## config.mk

```make
export PLATFORM = sky130hd
export DESIGN_NAME = uart_fifo_ctrl_flat
export DESIGN_NICKNAME = d
export VERILOG_FILES = /design/src/rtl/uart_fifo_ctrl_pkg.sv /design/src/rtl/uart_fifo_ctrl_if.sv /design/src/rtl/uart_byte_fifo.sv /design/src/rtl/uart_fifo_ctrl.sv /design/src/flat_wrapper.sv
export SDC_FILE = /design/constraint.sdc
export NUM_CORES = 1
export LEC_CHECK = 0
export ABC_AREA = 1
export CELL_PAD_IN_SITES_DETAIL_PLACEMENT = 0
export CELL_PAD_IN_SITES_GLOBAL_PLACEMENT = 2
export CORE_MARGIN = 5
export CORE_UTILIZATION = 42
export CTS_CLUSTER_DIAMETER = 100
export DETAILED_ROUTE_END_ITERATION = 16
export DONT_BUFFER_PORTS = 1
export PLACE_DENSITY = 0.8
export SYNTH_ARGS = -nofsm -noshare
export SYNTH_HDL_FRONTEND = slang
export SYNTH_SLANG_ARGS = --single-unit
```

## constraint.sdc

```tcl
create_clock -name clk -period 2.83 [get_ports clk]
set_input_delay 0.283 -clock clk [delete_from_list [all_inputs] [get_ports clk]]
set_output_delay 0.283 -clock clk [all_outputs]
set_load 0.01 [all_outputs]
```

## src/rtl/uart_fifo_ctrl_pkg.sv

```systemverilog
// Shared encodings and constants for the UART FIFO controller.
// Imported by the controller top and its interface.
package uart_ctrl_pkg;

  typedef enum logic {
    TX_IDLE  = 1'b0,
    TX_WRITE = 1'b1
  } tx_state_e;

  typedef enum logic {
    RX_POLL = 1'b0,
    RX_ACK  = 1'b1
  } rx_state_e;

  localparam logic [31:0] UART_NO_DATA = 32'hFFFF_FFFF;

  // simpleuart returns all ones when empty, otherwise a zero-extended byte
  function automatic logic byte_present(input logic [31:0] dat);
    return (dat[31:8] == 24'd0);
  endfunction

endpackage

```

## src/rtl/uart_fifo_ctrl_if.sv

```systemverilog
// Host-side port of the UART FIFO controller: TX push, RX pop, flushes and status.
interface uart_fifo_ctrl_if #(
  parameter int TX_DEPTH = 16,
  parameter int RX_DEPTH = 16
);
  localparam int TX_LW = $clog2(TX_DEPTH) + 1;
  localparam int RX_LW = $clog2(RX_DEPTH) + 1;

  logic [7:0]       tx_data;
  logic             tx_valid;
  logic             tx_ready;
  logic [7:0]       rx_data;
  logic             rx_valid;
  logic             rx_ready;
  logic             tx_flush;
  logic             rx_flush;
  logic [TX_LW-1:0] tx_level;
  logic [RX_LW-1:0] rx_level;
  logic             rx_stall;

  modport master (
    output tx_data, tx_valid, rx_ready, tx_flush, rx_flush,
    input  tx_ready, rx_data, rx_valid, tx_level, rx_level, rx_stall
  );

  modport slave (
    input  tx_data, tx_valid, rx_ready, tx_flush, rx_flush,
    output tx_ready, rx_data, rx_valid, tx_level, rx_level, rx_stall
  );
endinterface

```

## src/rtl/uart_byte_fifo.sv

```systemverilog
// Synchronous 8-bit FIFO with a separate occupancy counter that reaches DEPTH.
// Flush wins over push and pop in the same cycle.
module uart_byte_fifo #(
  parameter int DEPTH = 16
) (
  input  logic                     clk,
  input  logic                     reset,
  input  logic                     push_i,
  input  logic [7:0]               data_i,
  input  logic                     pop_i,
  input  logic                     flush_i,
  output logic [7:0]               data_o,
  output logic                     full_o,
  output logic                     empty_o,
  output logic [$clog2(DEPTH):0]   level_o
);
  localparam int AW = $clog2(DEPTH);
  localparam int LW = AW + 1;

  logic [7:0]    mem_q [DEPTH];
  logic [AW-1:0] wr_ptr_q;
  logic [AW-1:0] rd_ptr_q;
  logic [LW-1:0] level_q;
  logic          do_push_s;
  logic          do_pop_s;

  assign full_o    = (level_q == LW'(DEPTH));
  assign empty_o   = (level_q == {LW{1'b0}});
  assign do_push_s = push_i && !full_o && !flush_i;
  assign do_pop_s  = pop_i && !empty_o && !flush_i;
  assign data_o    = mem_q[rd_ptr_q];
  assign level_o   = level_q;

  always_ff @(posedge clk) begin
    if (do_push_s) begin
      mem_q[wr_ptr_q] <= data_i;
    end
  end

  always_ff @(posedge clk) begin
    if (reset || flush_i) begin
      wr_ptr_q <= {AW{1'b0}};
      rd_ptr_q <= {AW{1'b0}};
      level_q  <= {LW{1'b0}};
    end else begin
      if (do_push_s) wr_ptr_q <= wr_ptr_q + AW'(1'b1);
      if (do_pop_s)  rd_ptr_q <= rd_ptr_q + AW'(1'b1);
      case ({do_push_s, do_pop_s})
        2'b10:   level_q <= level_q + LW'(1'b1);
        2'b01:   level_q <= level_q - LW'(1'b1);
        default: level_q <= level_q;
      endcase
    end
  end
endmodule

```

## src/rtl/uart_fifo_ctrl.sv

```systemverilog
// Buffers host traffic to and from the simpleuart data register so that
// nobody polls for readiness: TX FIFO drains into reg_dat_we, RX FIFO fills from reg_dat_do.
module uart_fifo_ctrl
  import uart_ctrl_pkg::*;
#(
  parameter int TX_DEPTH = 16,
  parameter int RX_DEPTH = 16
) (
  input  logic             clk,
  input  logic             reset,
  uart_fifo_ctrl_if.slave  host,
  output logic             uart_dat_we,
  output logic [7:0]       uart_dat_di,
  input  logic             uart_dat_wait,
  output logic             uart_dat_re,
  input  logic [31:0]      uart_dat_do
);
  tx_state_e tx_state_q, tx_state_d;
  rx_state_e rx_state_q, rx_state_d;
  logic       we_q, we_d;
  logic [7:0] di_q, di_d;
  logic       flush_pend_q, flush_pend_d;
  logic       re_q, re_d;
  logic       stall_q, stall_d;

  logic       tx_pop_s, tx_fifo_flush_s, tx_full_s, tx_empty_s;
  logic [7:0] tx_head_s;
  logic       rx_push_s, rx_full_s, rx_empty_s;

  uart_byte_fifo #(.DEPTH(TX_DEPTH)) u_tx_fifo (
    .clk     (clk),
    .reset   (reset),
    .push_i  (host.tx_valid && !host.tx_flush),
    .data_i  (host.tx_data),
    .pop_i   (tx_pop_s),
    .flush_i (tx_fifo_flush_s),
    .data_o  (tx_head_s),
    .full_o  (tx_full_s),
    .empty_o (tx_empty_s),
    .level_o (host.tx_level)
  );

  uart_byte_fifo #(.DEPTH(RX_DEPTH)) u_rx_fifo (
    .clk     (clk),
    .reset   (reset),
    .push_i  (rx_push_s),
    .data_i  (uart_dat_do[7:0]),
    .pop_i   (host.rx_ready),
    .flush_i (host.rx_flush),
    .data_o  (host.rx_data),
    .full_o  (rx_full_s),
    .empty_o (rx_empty_s),
    .level_o (host.rx_level)
  );

  assign host.tx_ready = !tx_full_s;
  assign host.rx_valid = !rx_empty_s;
  assign host.rx_stall = stall_q;
  assign uart_dat_we   = we_q;
  assign uart_dat_di   = di_q;
  assign uart_dat_re   = re_q;

  always_ff @(posedge clk) begin
    if (reset) begin
      tx_state_q   <= TX_IDLE;
      rx_state_q   <= RX_POLL;
      we_q         <= 1'b0;
      di_q         <= 8'd0;
      flush_pend_q <= 1'b0;
      re_q         <= 1'b0;
      stall_q      <= 1'b0;
    end else begin
      tx_state_q   <= tx_state_d;
      rx_state_q   <= rx_state_d;
      we_q         <= we_d;
      di_q         <= di_d;
      flush_pend_q <= flush_pend_d;
      re_q         <= re_d;
      stall_q      <= stall_d;
    end
  end

  // A flush seen while a byte is on the UART is held until that byte is accepted
  always_comb begin
    tx_state_d      = tx_state_q;
    we_d            = we_q;
    di_d            = di_q;
    flush_pend_d    = flush_pend_q;
    tx_pop_s        = 1'b0;
    tx_fifo_flush_s = 1'b0;
    case (tx_state_q)
      TX_IDLE: begin
        we_d = 1'b0;
        if (host.tx_flush) begin
          tx_fifo_flush_s = 1'b1;
        end else if (!tx_empty_s) begin
          tx_state_d = TX_WRITE;
        end else begin
          tx_state_d = TX_IDLE;
        end
      end
      TX_WRITE: begin
        if (we_q && !uart_dat_wait) begin
          tx_pop_s        = 1'b1;
          tx_fifo_flush_s = host.tx_flush || flush_pend_q;
          flush_pend_d    = 1'b0;
          we_d            = 1'b0;
          tx_state_d      = TX_IDLE;
        end else begin
          we_d         = 1'b1;
          di_d         = tx_head_s;
          flush_pend_d = flush_pend_q || host.tx_flush;
        end
      end
      default: begin
        we_d       = 1'b0;
        tx_state_d = TX_IDLE;
      end
    endcase
  end

  // RX_ACK ignores uart_dat_do: the byte is still visible until the read strobe lands
  always_comb begin
    rx_state_d = rx_state_q;
    re_d       = 1'b0;
    stall_d    = stall_q;
    rx_push_s  = 1'b0;
    case (rx_state_q)
      RX_POLL: begin
        if (byte_present(uart_dat_do) && !rx_full_s) begin
          rx_push_s  = 1'b1;
          re_d       = 1'b1;
          rx_state_d = RX_ACK;
        end else if (byte_present(uart_dat_do)) begin
          stall_d = 1'b1;
        end else begin
          stall_d = stall_q;
        end
      end
      RX_ACK: begin
        rx_state_d = RX_POLL;
      end
      default: begin
        rx_state_d = RX_POLL;
      end
    endcase
    if (host.rx_flush) begin
      stall_d = 1'b0;
    end else begin
      stall_d = stall_d;
    end
  end
endmodule

```

## src/flat_wrapper.sv

```systemverilog
// flat-port wrapper written by rule: the top's interface ports become plain ports
module uart_fifo_ctrl_flat import uart_ctrl_pkg::*;
#(
  parameter int TX_DEPTH = 16,
  parameter int RX_DEPTH = 16
)
  (clk, reset, uart_dat_we, uart_dat_di, uart_dat_wait, uart_dat_re, uart_dat_do, host_tx_data, host_tx_valid, host_rx_ready, host_tx_flush, host_rx_flush, host_tx_ready, host_rx_data, host_rx_valid, host_tx_level, host_rx_level, host_rx_stall);
  uart_fifo_ctrl_if #(.TX_DEPTH(TX_DEPTH), .RX_DEPTH(RX_DEPTH)) host_i ();
  input  logic clk;
  input  logic reset;
  output logic uart_dat_we;
  output logic [7:0] uart_dat_di;
  input  logic uart_dat_wait;
  output logic uart_dat_re;
  input  logic [31:0] uart_dat_do;
  input wire logic [$bits(host_i.tx_data)-1:0] host_tx_data;
  input wire logic [$bits(host_i.tx_valid)-1:0] host_tx_valid;
  input wire logic [$bits(host_i.rx_ready)-1:0] host_rx_ready;
  input wire logic [$bits(host_i.tx_flush)-1:0] host_tx_flush;
  input wire logic [$bits(host_i.rx_flush)-1:0] host_rx_flush;
  output wire logic [$bits(host_i.tx_ready)-1:0] host_tx_ready;
  output wire logic [$bits(host_i.rx_data)-1:0] host_rx_data;
  output wire logic [$bits(host_i.rx_valid)-1:0] host_rx_valid;
  output wire logic [$bits(host_i.tx_level)-1:0] host_tx_level;
  output wire logic [$bits(host_i.rx_level)-1:0] host_rx_level;
  output wire logic [$bits(host_i.rx_stall)-1:0] host_rx_stall;
  assign host_i.tx_data = host_tx_data;
  assign host_i.tx_valid = host_tx_valid;
  assign host_i.rx_ready = host_rx_ready;
  assign host_i.tx_flush = host_tx_flush;
  assign host_i.rx_flush = host_rx_flush;
  assign host_tx_ready = host_i.tx_ready;
  assign host_rx_data = host_i.rx_data;
  assign host_rx_valid = host_i.rx_valid;
  assign host_tx_level = host_i.tx_level;
  assign host_rx_level = host_i.rx_level;
  assign host_rx_stall = host_i.rx_stall;
  uart_fifo_ctrl #(.TX_DEPTH(TX_DEPTH), .RX_DEPTH(RX_DEPTH)) u_core (.clk(clk), .reset(reset), .host(host_i), .uart_dat_we(uart_dat_we), .uart_dat_di(uart_dat_di), .uart_dat_wait(uart_dat_wait), .uart_dat_re(uart_dat_re), .uart_dat_do(uart_dat_do));
endmodule
```

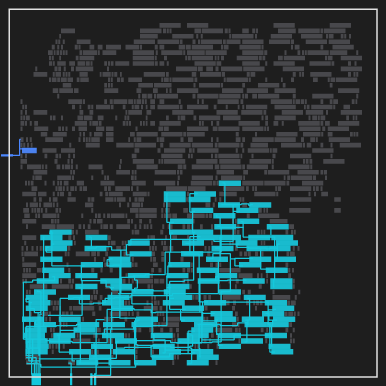
port_trees.png
Scale: 2 px per um.
- `uart_dat_re`: blue (bits 1; direction output; end cells 1; wire 21.1 um)
- `host_tx_data`: cyan (bits 8; direction input; end cells 128; wire 2360 um)

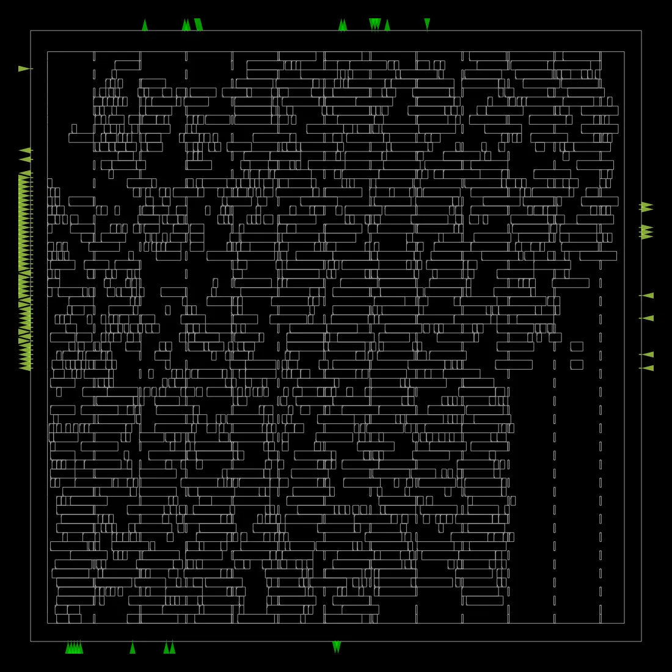
placed.png
registers: 299
Finished Layout Cells: 1600

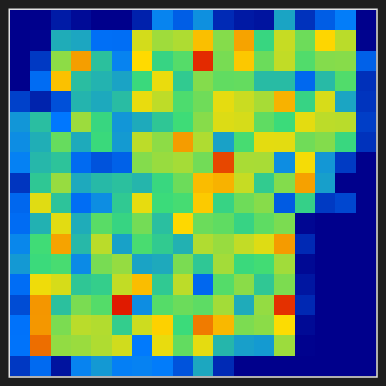
util_map.png
Scale: 2 px per um. The die is cut into 18 by 18 equal tiles; dark blue is low, red is high, 0 to 100% covered.
- densest ninth of the die: middle
- emptiest ninth of the die: bottom right
- fullest tile: 97%
- nearly empty tiles: 14%
- tiles over 75% full: 8.3%
- mean over tiles: 42%

==> job_summary.md <==
## PnR job results

| Metric | Value |
|---|---|
| Flop2flop setup slack | `400 ps` |
| Most frequent CP cell | `nand2_1` |
| Slew of the pin with the lowest slew margin | `954.8 ps` |
| Sw Pwr | `1793 uW` |
| Combinational power | `219 uW` |
| Area occupied by multi-input gates | `3517 um^2` |
| Slew margin rel. | `36.35%` |
| Routed Antenna Nets | `0` |
| Slew Limit Fails | `0` |
| WP data required | `3280 ps` |
| Total power | `roughly 9000 uW` |
| Met1 WL | `about 14000 um` |
| Top cell category | `flip-flops and latches` |
| Vias in the first global route | `8193` |
| Seq area share | `roughly three fifths` |
| Placeable Area | `between 20000 and 30000 um^2` |
| P_leak | `0.005112 uW` |
| Most frequent logic cell in the layout | `nor2_1` |
| Gate power share | `2.4%` |
| Comb area share | `~24%` |
| Yosys Instances | `approximately 1100` |
| RSZ-0062 raised after global routing | `false` |
| Worst EP arrival | `2880 ps` |
| Gpl congestion | `0.7664` |
| Global route overflow | `0` |
| Internal Power | `7237 uW` |
| Reg2reg start | `u_core.u_tx_fifo.level_o[0]$_SDFFE_PP0P_` |
| Nets | `1253` |
| Run status | `completed` |
| DRT Wirelength | `just under 30000 um` |
| Syn Nets | `between 1000 and 1500` |
| Inverters | `between 70 and 80` |
| Setup crit end kind | `register` |
| Area growth from synthesis to layout | `14.55%` |
| GRT met1 Usage | `between 20% and 30%` |
| Most frequent cell after synthesis | `nor2_1` |
| Crit path launch | `u_core.u_tx_fifo.level_o[0]$_SDFFE_PP0P_` |
| Top Ports | `~78` |
| Tot GR Track Use | `between 10% and 20%` |
| Main logic family | `simple AND/OR/NAND/NOR gates` |
| Die height | `between 150 and 200 um` |
| Setup TNS | `0 ps` |
| Worst Hold Depth | `2` |
| Critical Path, Cell by Cell | `nor2_1, nand4_1, nand4_1, ha_1, ha_1, inv_1, o21ai_1, nand2_1, nand2_1, nand2_1, nand3_1, nand2_1, nand2_1, nor2_1` |
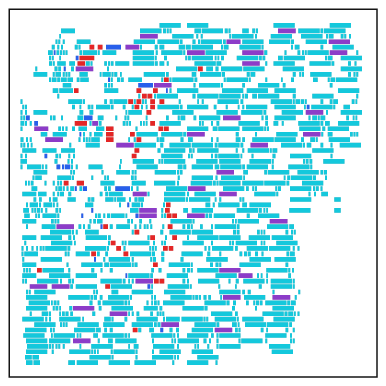
sizing.png
Scale: 2 px per um.
- x6 and larger: purple (cells 41)
- x3 and x4: red (cells 52)
- x2: blue (cells 28)
- x1 and smaller: cyan (cells 1089)

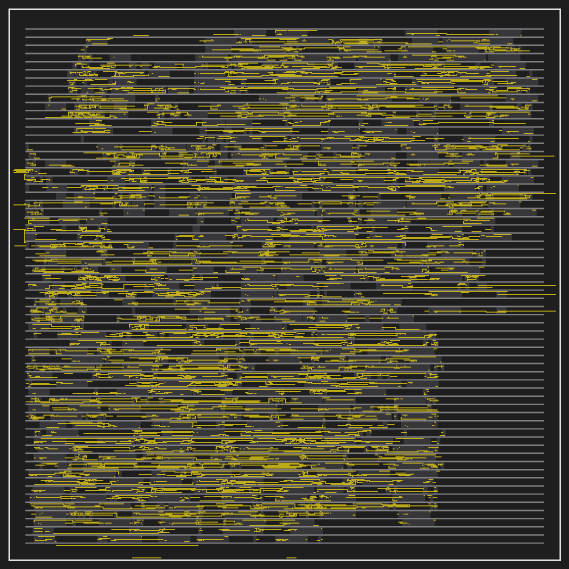
m1.png
Scale: 3 px per um. Supply wires on this layer in grey.
- main direction: horizontal
- wire length on this layer: 13900 um
- share of all routed wire: 48%

Power figures rest on the tool's default switching activity, not on a simulated workload.
